==> src/rtl/asoc_readout_sequencer_if.sv <==
// Read-request handshake between the readout sequencer and the readout datapath.
//   rd_req  : window read request (sequencer -> datapath)
//   rd_ch   : channel of the current request
//   rd_win  : window index of the current request
//   rd_ack  : datapath accepted the request (datapath -> sequencer)
//   rd_done : datapath finished the current window
// Modports: master = sequencer side, slave = datapath side.
interface asoc_readout_sequencer_if #(
    parameter int unsigned N_CH  = 4,
    parameter int unsigned WIN_W = 5
);
    localparam int unsigned CH_W = (N_CH > 1) ? $clog2(N_CH) : 1;

    logic              rd_req;
    logic [CH_W-1:0]   rd_ch;
    logic [WIN_W-1:0]  rd_win;
    logic              rd_ack;
    logic              rd_done;

    modport master (
        output rd_req, rd_ch, rd_win,
        input  rd_ack, rd_done
    );

    modport slave (
        input  rd_req, rd_ch, rd_win,
        output rd_ack, rd_done
    );
endinterface

==> src/rtl/asoc_readout_sequencer.sv <==
// ASOC readout sequencer: on an accepted trigger, waits trig_delay cycles and
// then issues one read request per window for every channel set in the
// latched mask (lowest channel first), counting completed events.
//
// Ports:
//   clk, rst        : clock, synchronous active-high reset
//   enable, trig_in : trigger acceptance enable and trigger request
//   ch_mask         : channels to read (bit i = channel i)
//   num_win         : windows per channel
//   trig_delay      : cycles from trigger to first read
//   rd              : read handshake interface (master modport)
//   busy            : event in progress
//   evt_start       : one-cycle pulse, event accepted
//   evt_end         : one-cycle pulse, event finished
//   trig_drop       : one-cycle pulse, trigger ignored
//   evt_cnt         : completed-event counter (wraps at 2^16)
//   timeout_err     : sticky rd_done timeout flag
//
// Build option: define ASOC_RDO_TIMEOUT_EN to enable the rd_done timeout
// (TO_CYC cycles in WAIT aborts the event). Without it timeout_err is 0 and
// WAIT waits indefinitely.
module asoc_readout_sequencer #(
    parameter int unsigned N_CH   = 4,
    parameter int unsigned WIN_W  = 5,
    parameter int unsigned TO_CYC = 4096
) (
    input  logic                clk,
    input  logic                rst,
    input  logic                enable,
    input  logic                trig_in,
    input  logic [N_CH-1:0]     ch_mask,
    input  logic [WIN_W-1:0]    num_win,
    input  logic [7:0]          trig_delay,
    asoc_readout_sequencer_if.master rd,
    output logic                busy,
    output logic                evt_start,
    output logic                evt_end,
    output logic                trig_drop,
    output logic [15:0]         evt_cnt,
    output logic                timeout_err
);
    localparam int unsigned CH_W = (N_CH > 1) ? $clog2(N_CH) : 1;
    localparam int unsigned TO_W = (TO_CYC > 1) ? $clog2(TO_CYC) : 1;

    if (TO_CYC < 1) begin : g_to_cyc_check
        $error("TO_CYC must be at least 1");
    end

    typedef enum logic [2:0] {IDLE, DELAY, SELECT, REQ, WAIT, END} state_t;

    state_t            state_q, state_d;
    logic [7:0]        dly_q, dly_d;
    logic [N_CH-1:0]   pend_q, pend_d;     // latched mask, visited channels cleared
    logic [WIN_W-1:0]  nwin_q, nwin_d;
    logic [WIN_W-1:0]  win_q, win_d;
    logic [CH_W-1:0]   ch_q, ch_d;
    logic              start_q, start_d;
    logic              drop_q, drop_d;
    logic [15:0]       cnt_q, cnt_d;
    logic              accept;
    logic              last_win;
    logic              complete;
    logic              found;
`ifdef ASOC_RDO_TIMEOUT_EN
    logic [TO_W-1:0]   to_q, to_d;
    logic              tout_q, tout_d;
`endif

    assign accept   = trig_in & enable & (|ch_mask) & (|num_win);
    // Widened compare so num_win-1 never underflows.
    assign last_win = ({1'b0, win_q} + {{WIN_W{1'b0}}, 1'b1}) >= {1'b0, nwin_q};

    always_ff @(posedge clk) begin
        if (rst) begin
            state_q <= IDLE;
            dly_q   <= '0;
            pend_q  <= '0;
            nwin_q  <= '0;
            win_q   <= '0;
            ch_q    <= '0;
            start_q <= 1'b0;
            drop_q  <= 1'b0;
            cnt_q   <= '0;
`ifdef ASOC_RDO_TIMEOUT_EN
            to_q    <= '0;
            tout_q  <= 1'b0;
`endif
        end else begin
            state_q <= state_d;
            dly_q   <= dly_d;
            pend_q  <= pend_d;
            nwin_q  <= nwin_d;
            win_q   <= win_d;
            ch_q    <= ch_d;
            start_q <= start_d;
            drop_q  <= drop_d;
            cnt_q   <= cnt_d;
`ifdef ASOC_RDO_TIMEOUT_EN
            to_q    <= to_d;
            tout_q  <= tout_d;
`endif
        end
    end

    always_comb begin
        state_d  = state_q;
        dly_d    = dly_q;
        pend_d   = pend_q;
        nwin_d   = nwin_q;
        win_d    = win_q;
        ch_d     = ch_q;
        start_d  = 1'b0;
        drop_d   = 1'b0;
        cnt_d    = cnt_q;
        complete = 1'b0;
        found    = 1'b0;
`ifdef ASOC_RDO_TIMEOUT_EN
        to_d     = to_q;
        tout_d   = tout_q;
`endif
        // Any trigger outside IDLE is refused without touching the event.
        if (state_q != IDLE) begin
            drop_d = trig_in;
        end

        case (state_q)
            IDLE: begin
                if (trig_in) begin
                    if (accept) begin
                        pend_d  = ch_mask;
                        nwin_d  = num_win;
                        dly_d   = trig_delay;
                        start_d = 1'b1;
                        state_d = DELAY;
                    end else begin
                        drop_d = 1'b1;
                    end
                end
            end
            DELAY: begin
                if (dly_q == 8'd0) begin
                    state_d = SELECT;
                end else begin
                    dly_d = dly_q - 8'd1;
                end
            end
            SELECT: begin
                win_d = '0;
                for (int unsigned i = 0; i < N_CH; i++) begin
                    if (!found && pend_q[i]) begin
                        found     = 1'b1;
                        ch_d      = CH_W'(i);
                        pend_d[i] = 1'b0;
                    end
                end
                state_d = found ? REQ : END;
            end
            REQ: begin
                if (rd.rd_ack) begin
                    if (rd.rd_done) begin
                        complete = 1'b1;
                    end else begin
                        state_d = WAIT;
`ifdef ASOC_RDO_TIMEOUT_EN
                        to_d    = '0;
`endif
                    end
                end
            end
            WAIT: begin
                if (rd.rd_done) begin
                    complete = 1'b1;
                end
`ifdef ASOC_RDO_TIMEOUT_EN
                else if (to_q == TO_W'(TO_CYC - 1)) begin
                    tout_d  = 1'b1;
                    state_d = END;
                end else begin
                    to_d = to_q + TO_W'(1);
                end
`endif
            end
            END: begin
                cnt_d   = cnt_q + 16'd1;
                state_d = IDLE;
            end
            default: state_d = IDLE;
        endcase

        // Window completion from REQ (ack+done together) or WAIT share one path.
        if (complete) begin
            if (last_win) begin
                state_d = SELECT;
            end else begin
                win_d   = win_q + {{(WIN_W-1){1'b0}}, 1'b1};
                state_d = REQ;
            end
        end
    end

    assign rd.rd_req = (state_q == REQ);
    assign rd.rd_ch  = ch_q;
    assign rd.rd_win = win_q;
    assign busy      = (state_q != IDLE);
    assign evt_start = start_q;
    assign evt_end   = (state_q == END);
    assign trig_drop = drop_q;
    assign evt_cnt   = cnt_q;
`ifdef ASOC_RDO_TIMEOUT_EN
    assign timeout_err = tout_q;
`else
    assign timeout_err = 1'b0;
`endif
endmodule

==> src/flat_wrapper.sv <==
// flat-port wrapper written by rule: the top's interface ports become plain ports
module asoc_readout_sequencer_flat 
#(
    parameter int unsigned N_CH   = 4,
    parameter int unsigned WIN_W  = 5,
    parameter int unsigned TO_CYC = 4096
)
  (clk, rst, enable, trig_in, ch_mask, num_win, trig_delay, busy, evt_start, evt_end, trig_drop, evt_cnt, timeout_err, rd_rd_req, rd_rd_ch, rd_rd_win, rd_rd_ack, rd_rd_done);
  asoc_readout_sequencer_if #(.N_CH(N_CH), .WIN_W(WIN_W)) rd_i ();
  input  logic clk;
  input  logic rst;
  input  logic enable;
  input  logic trig_in;
  input  logic [N_CH-1:0] ch_mask;
  input  logic [WIN_W-1:0] num_win;
  input  logic [7:0] trig_delay;
  output logic busy;
  output logic evt_start;
  output logic evt_end;
  output logic trig_drop;
  output logic [15:0] evt_cnt;
  output logic timeout_err;
  output wire logic [$bits(rd_i.rd_req)-1:0] rd_rd_req;
  output wire logic [$bits(rd_i.rd_ch)-1:0] rd_rd_ch;
  output wire logic [$bits(rd_i.rd_win)-1:0] rd_rd_win;
  input wire logic [$bits(rd_i.rd_ack)-1:0] rd_rd_ack;
  input wire logic [$bits(rd_i.rd_done)-1:0] rd_rd_done;
  assign rd_rd_req = rd_i.rd_req;
  assign rd_rd_ch = rd_i.rd_ch;
  assign rd_rd_win = rd_i.rd_win;
  assign rd_i.rd_ack = rd_rd_ack;
  assign rd_i.rd_done = rd_rd_done;
  asoc_readout_sequencer #(.N_CH(N_CH), .WIN_W(WIN_W), .TO_CYC(TO_CYC)) u_core (.clk(clk), .rst(rst), .enable(enable), .trig_in(trig_in), .ch_mask(ch_mask), .num_win(num_win), .trig_delay(trig_delay), .rd(rd_i), .busy(busy), .evt_start(evt_start), .evt_end(evt_end), .trig_drop(trig_drop), .evt_cnt(evt_cnt), .timeout_err(timeout_err));
endmodule
==> config.mk <==
export PLATFORM = sky130hd
export DESIGN_NAME = asoc_readout_sequencer_flat
export DESIGN_NICKNAME = d
export VERILOG_FILES = /design/src/rtl/asoc_readout_sequencer_if.sv /design/src/rtl/asoc_readout_sequencer.sv /design/src/flat_wrapper.sv
export SDC_FILE = /design/constraint.sdc
export NUM_CORES = 1
export LEC_CHECK = 0
export CAP_MARGIN = 0
export CELL_PAD_IN_SITES_DETAIL_PLACEMENT = 1
export CELL_PAD_IN_SITES_GLOBAL_PLACEMENT = 1
export CORE_MARGIN = 5
export CORE_UTILIZATION = 33
export CTS_CLUSTER_DIAMETER = 50
export DETAILED_ROUTE_END_ITERATION = 7
export MAX_ROUTING_LAYER = met4
export PLACE_DENSITY_LB_ADDON = 0.1
export SYNTH_ARGS = -nofsm -noshare
export SYNTH_HDL_FRONTEND = slang
export SYNTH_SLANG_ARGS = --single-unit
export TNS_END_PERCENT = 1
==> constraint.sdc <==
create_clock -name clk -period 2.4 [get_ports clk]
set_input_delay 0.48 -clock clk [delete_from_list [all_inputs] [get_ports clk]]
set_output_delay 0.48 -clock clk [all_outputs]
set_load 0.01 [all_outputs]
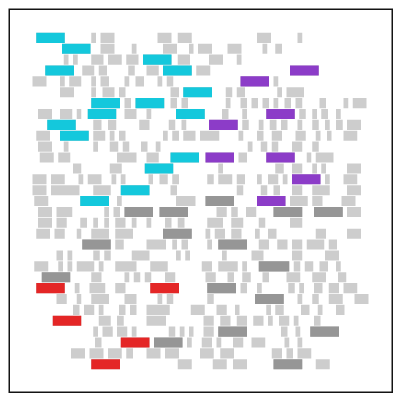
Run 1: sequential cells grouped by signal name
Drawn at 4 px/um.
[purple] u_core.dly_q | sequential cells: 8
[cyan] u_core.evt_cnt | sequential cells: 16
[red] u_core.rd.rd_win | sequential cells: 5 | where: south-west
not coloured: 16

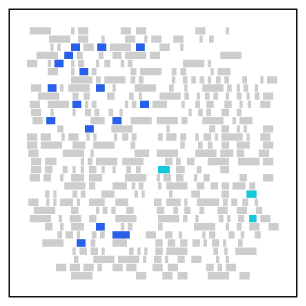
Run 1: gate-type map
Drawn at 3 px/um.
[cyan] non-inverting ao/oa cells | cells: 3
[blue] xor and xnor cells | cells: 16
dominant logic cell type in the layout: clkdlybuf4s50_1
logic share of the area: 0.434
fin cells: 463

==> impl_metrics.json, run 1 <==
{
  "logic_gates": 233,
  "largest_class": "logic gates",
  "hold_depth": 2,
  "grt_max_degree": 46,
  "die_w_um": 95.4,
  "report.power.total_uw": 1660,
  "placed_cell_area_um2": 3100,
  "ir_worst_vdd_mv": 0.213,
  "finalNetCount": 396,
  "top_cells_by_area": "dfxtp_1, nor2_1, a21oi_1, ha_1, nand2_1",
  "mostFrequentLayoutCells": "clkdlybuf4s50_1, nor2_1, dfxtp_1, nand2_1, a21oi_1",
  "edf_count": 0,
  "reg2reg_slack_ns": 0.15,
  "crit_fanout": 9,
  "clockBufferDepth": 2,
  "postCtsHoldBufs": 0,
  "yosys.area.top_type": "dfxtp_1",
  "flop-count": 45,
  "num_tap_cells": 99,
  "p_int_uw": 1170,
  "critPathKind": "reg2reg",
  "status": "completed",
  "ff_type": "dfxtp_1",
  "dr.pass1.iters": 4,
  "root_buffer": "clkbuf_8",
  "async_reset_ff_frac": 0,
  "ys_ff": 45,
  "yosys_area_um2": 2400,
  "antenna_found_initial": 0,
  "p_sw_uw": 487,
  "common_cells": "nor2_1, dfxtp_1, nand2_1",
  "combGateArea_um2": 1390,
  "grtUsageMet1": 0.218,
  "grt_pass1_wl_mm": 11.2,
  "netlist_instances": 305,
  "cts.sinks": 45,
  "yosysCellCount": 305,
  "wl_met1_mm": 3.43,
  "worstPathCellList": "ha_1, nand3_1, xnor2_2, ha_1, a21oi_1, o21ai_0, a311oi_2, buf_4, nor3_1, nor3_1",
  "fp_util": 0.335,
  "place_hpwl_mm": 4.88,
  "powerDensity_nw_per_um2": 520,
  "worst_setup_path_end_kind": "flop",
  "crit_required_ns": 2.60,
  "final.setup.worst_slack_ns": 0.151,
  "post-cts-setup-buffers": 0,
  "critical-path-slowest-cell": "dfxtp_1",
  "synthSimpleGateAreaFrac": 0.289,
  "drive_gt1_frac": 0.0962,
  "grt_pass1_vias": 2300,
  "clkPwrFrac": 0.294,
  "worstRegToRegCells": 10,
  "path_clk_slew_ns": 0.09,
  "rows": 31,
  "postSynthSeqShare": 0.375,
  "fillers": 903,
  "rsz0062_at_grt": "true",
  "port_buffers": 50,
  "seq_share": 0.283,
  "endpoint": "u_core.state_q[0]",
  "floorplan.nets": 337,
  "clkbuf_count": 7,
  "max_freq_ghz": 0.445,
  "antenna_left": 0,
  "highest-signal-layer": "met4",
  "regArea_um2": 902,
  "htree_num_levels": 2,
  "worstSetupStartpointType": "flop",
  "syn_avg_cell_area_um2": 7.88,
  "top_logic_kind": "simple AND/OR/NAND/NOR gates",
  "warnings": 28,
  "num-nonclk-inverters": 10,
  "core_area_um2": 7180,
  "dr_wl_met3_um": 234,
  "drc_errors": 0,
  "crit_path_max_incr_delay_ns": 0.35,
  "reg2reg_from": "u_core.rd.rd_win[1]",
  "whs_ns": 0.502,
  "routedWlPerCell_um": 14.3,
  "routed_wl_mm": 6.64,
  "cp_num_buf_inv": 1,
  "hold_class": "reg2reg",
  "swShare": 0.294,
  "first_iter_violations": 45,
  "max_cap_violations": 0,
  "most_common_cell": "nor2_1",
  "design_area_um2": 3190,
  "postLayoutCoreUtil": 0.445,
  "yosys.area_share.aoi": 0.156,
  "finalSetupViolations": 0,
  "grt_overflow_total": 0,
  "cts_made_buffers": 5,
  "boundaryPins": 52,
  "finalHoldViolCount": 0,
  "cts_tree": "done",
  "period_used_share": 0.937,
  "worst_hold_startpoint": "u_core.nwin_q[0]",
  "clock_latency_ns": 0.30,
  "finClkSkew_ns": 0.00460,
  "via_count": 2283,
  "post-place-ws_ns": -0.0966,
  "cpLargestDelayFamily": "adder cells",
  "ys.warnings.count": 0,
  "p_leak_uw": 0.00117,
  "synthAdderAreaFrac": 0.0468,
  "netlist.area_leader.share": 0.375,
  "tns_ns": 0,
  "yosys.cell_types.count": 49,
  "via_per_inst": 4.93,
  "cts_resized": 0,
  "gp_congestion": 0.738,
  "timing.rr.end": "u_core.state_q[0]",
  "ys_sh_mux": 0.0213,
  "fin_crit_ns": 2.25,
  "chip_area_um2": 9090,
  "p_comb_frac": 0.215,
  "holdPathEnd": "u_core.nwin_q[0]",
  "final-clk-cell-share": 0.0271,
  "n_all_buffers": 69,
  "areaGrowthSynthToFinish_pct": 32.7,
  "crit_start": "u_core.rd.rd_win[1]",
  "worstPathArrival_ns": 2.45,
  "nonClkBufAreaFrac": 0.205
}
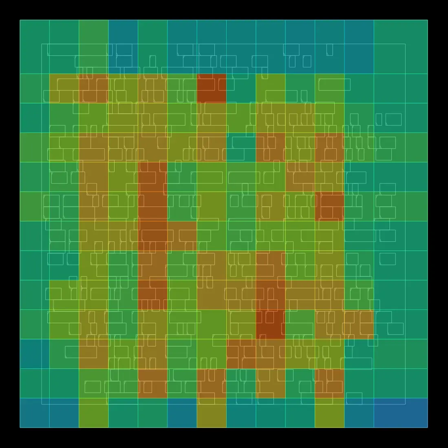
Run 1: track usage over the die
GR Util met3: 0.0355
Most Used Layer, Global Route: met2
met2 usage: 0.238

[run 1: power by group through the flow]
stage / registers (uW) / logic, uW / clock network [uW]
detailed placement: 830 / 356 / 0
global placement: 829 / 356 / 0
CTS: 812 / 359 / 507
finish: 813 / 357 / 488
floorplan: 820 / 232 / 0
global route: 818 / 400 / 543
[run 1: registers in the layout, indices dropped and copies added (netlist names)]
register          count
u_core.dly_q          8
u_core.trig_drop      1
u_core.state_q        3
u_core.pend_q         4
u_core.rd.rd_ch       2
u_core.evt_start      1
u_core.rd.rd_win      5
u_core.nwin_q         5
u_core.evt_cnt       16
Run 1, M1 wires:
Drawn at 3 px/um.
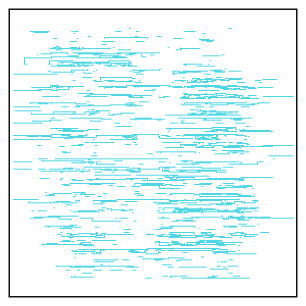

==> inputs of run 2 (changes only) <==
--- a/config.mk
+++ b/config.mk
@@ -14,6 +14,7 @@
 export DETAILED_ROUTE_END_ITERATION = 7
 export MAX_ROUTING_LAYER = met4
 export PLACE_DENSITY_LB_ADDON = 0.1
+export REMOVE_ABC_BUFFERS = 1
 export SYNTH_ARGS = -nofsm -noshare
 export SYNTH_HDL_FRONTEND = slang
 export SYNTH_SLANG_ARGS = --single-unit
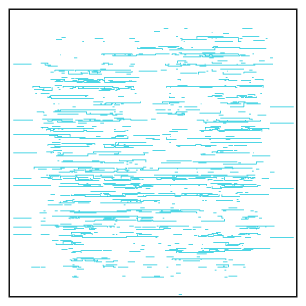
Run 2: M1 wires
Drawn at 3 px/um.
nets with wire on the layer: 364
main direction: horizontal
longest straight run: 31.3 um
share of all routed wire: 49%

==> impl_metrics.json, run 2 <==
{
  "status": "completed",
  "netlist.area_leader.share": 0.375,
  "first_iter_violations": 31,
  "synthAdderAreaFrac": 0.0468,
  "critical-path-slowest-cell": "clkdlybuf4s50_1",
  "crit_fanout": 7,
  "yosysCellCount": 305,
  "worst_hold_startpoint": "u_core.nwin_q[0]",
  "powerComb_uw": 359,
  "yosys.area.top_type": "dfxtp_1",
  "routed_wl_mm": 6.29,
  "ys_sh_mux": 0.0213,
  "fillers": 864,
  "rows": 31,
  "endpoint": "evt_end",
  "crit_path_max_incr_delay_ns": 0.61,
  "max_cap_violations": 0,
  "swShare": 0.304,
  "postCtsHoldBufs": 0,
  "crit_start": "u_core.state_q[0]",
  "worstRegToRegCells": 10,
  "final_common_cell": "clkdlybuf4s50_1",
  "fp_util": 0.335,
  "cts_made_buffers": 5,
  "chip_area_um2": 9090,
  "whs_ns": 0.490,
  "ys_ff": 45,
  "hold_depth": 2,
  "antenna_found_initial": 0,
  "critPathKind": "reg2out",
  "clock_latency_ns": 0.30,
  "htree_num_levels": 2,
  "syn_avg_cell_area_um2": 7.88,
  "areaGrowthSynthToFinish_pct": 32.6,
  "report.power.total_uw": 1660,
  "antenna_left": 0,
  "worst_slew_pin_slew_ns": 0.532,
  "fin_crit_ns": 2.21,
  "clockBufferDepth": 2,
  "postSynthSeqShare": 0.375,
  "powerSeq_uw": 811,
  "hold_class": "reg2reg",
  "p_leak_uw": 0.00116,
  "finalSetupViolations": 0,
  "die_w_um": 95.4,
  "grt_overflow_total": 0,
  "yosys_area_um2": 2400,
  "top_cells_by_area": "dfxtp_1, nor2_1, a21oi_1, ha_1, nand2_1",
  "core_area_um2": 7180,
  "design_area_um2": 3190,
  "die_h_um": 95.4,
  "clkPwrFrac": 0.295,
  "via_per_inst": 4.92,
  "worst_setup_path_end_kind": "output pin",
  "placed_cell_area_um2": 3100,
  "edf_count": 0,
  "placed_cells": 456,
  "drc_errors": 0,
  "boundaryPins": 52,
  "holdPathEnd": "u_core.nwin_q[0]",
  "grt_max_degree": 46,
  "postLayoutCoreUtil": 0.444,
  "netlist_instances": 305,
  "cpLargestDelayFamily": "buffers and inverters",
  "finClkSkew_ns": 0.0106,
  "p_comb_frac": 0.216,
  "warnings": 26,
  "tns_ns": 0,
  "yosys.cell_types.count": 49,
  "root_buffer": "clkbuf_8",
  "post-cts-setup-buffers": 0,
  "ir_worst_vdd_mv": 0.218,
  "via_count": 2284,
  "worstPathCellList": "and3b_1, clkdlybuf4s50_1",
  "syn_area_um2": 2400,
  "place_hpwl_mm": 4.73,
  "final.setup.worst_slack_ns": 0.187,
  "most_common_cell": "nor2_1",
  "cp_num_buf_inv": 1,
  "routedWlPerCell_um": 13.6,
  "final_cells": 464,
  "reg2reg_slack_ns": 0.21,
  "async_reset_ff_frac": 0,
  "post-place-ws_ns": -0.136,
  "max_freq_ghz": 0.452,
  "drive_gt1_frac": 0.0986,
  "path_clk_slew_ns": 0.09,
  "regArea_um2": 902,
  "rsz0062_at_grt": "false",
  "p_int_uw": 1160,
  "dr.pass1.iters": 4,
  "yosys.area_share.aoi": 0.156,
  "mostFrequentLayoutCells": "clkdlybuf4s50_1, nor2_1, dfxtp_1, nand2_1, a21oi_1",
  "finalNetCount": 396,
  "finalHoldViolCount": 0,
  "powerClk_uw": 489,
  "cts_tree": "done",
  "powerDensity_nw_per_um2": 520,
  "largest_reg_flops": 16,
  "combGateArea_um2": 1380,
  "p_sw_uw": 504,
  "worstSetupStartpointType": "flop",
  "grt_pass1_wl_mm": 11.0,
  "port_buffers": 50,
  "timing.rr.end": "u_core.rd.rd_win[4]",
  "cts_resized": 0,
  "reg2reg_from": "u_core.rd.rd_win[1]",
  "common_cells": "nor2_1, dfxtp_1, nand2_1",
  "ys.warnings.count": 0,
  "top_logic_kind": "simple AND/OR/NAND/NOR gates",
  "gp_congestion": 0.756,
  "grt_pass1_vias": 2348,
  "crit_required_ns": 1.92
}
run 2: final cells by class:
cell class	count	share of cell area
Tap cell	99	0.0389
Clock buffer	5	0.0216
Inverter	10	0.0118
Sequential cell	45	0.283
Timing Repair Buffer	69	0.206
Clock inverter	3	0.00706
Multi-Input combinational cell	233	0.432
run 2: cell families (layout without fill, tap and decap cells):
logic type                 count (synthesis)  in the layout
AOI/OAI and AO/OA                         62             62
xor gates and xnor gates                  16             16
adders and majority gates                  9              9
buffers and inverters                     27             87
DFF                                       45             45
muxes                                      5              5
other                                      1              1
and+or+nand+nor                          140            140
run 2: routing by layer:
layer  part of all wire  global-route usage
met4              0.010              0.0457
met5                  0                   -
met2               0.47               0.259
met1               0.49               0.196
met3              0.029              0.0308
No activity file was given, so power comes from the tool's default toggle rates.
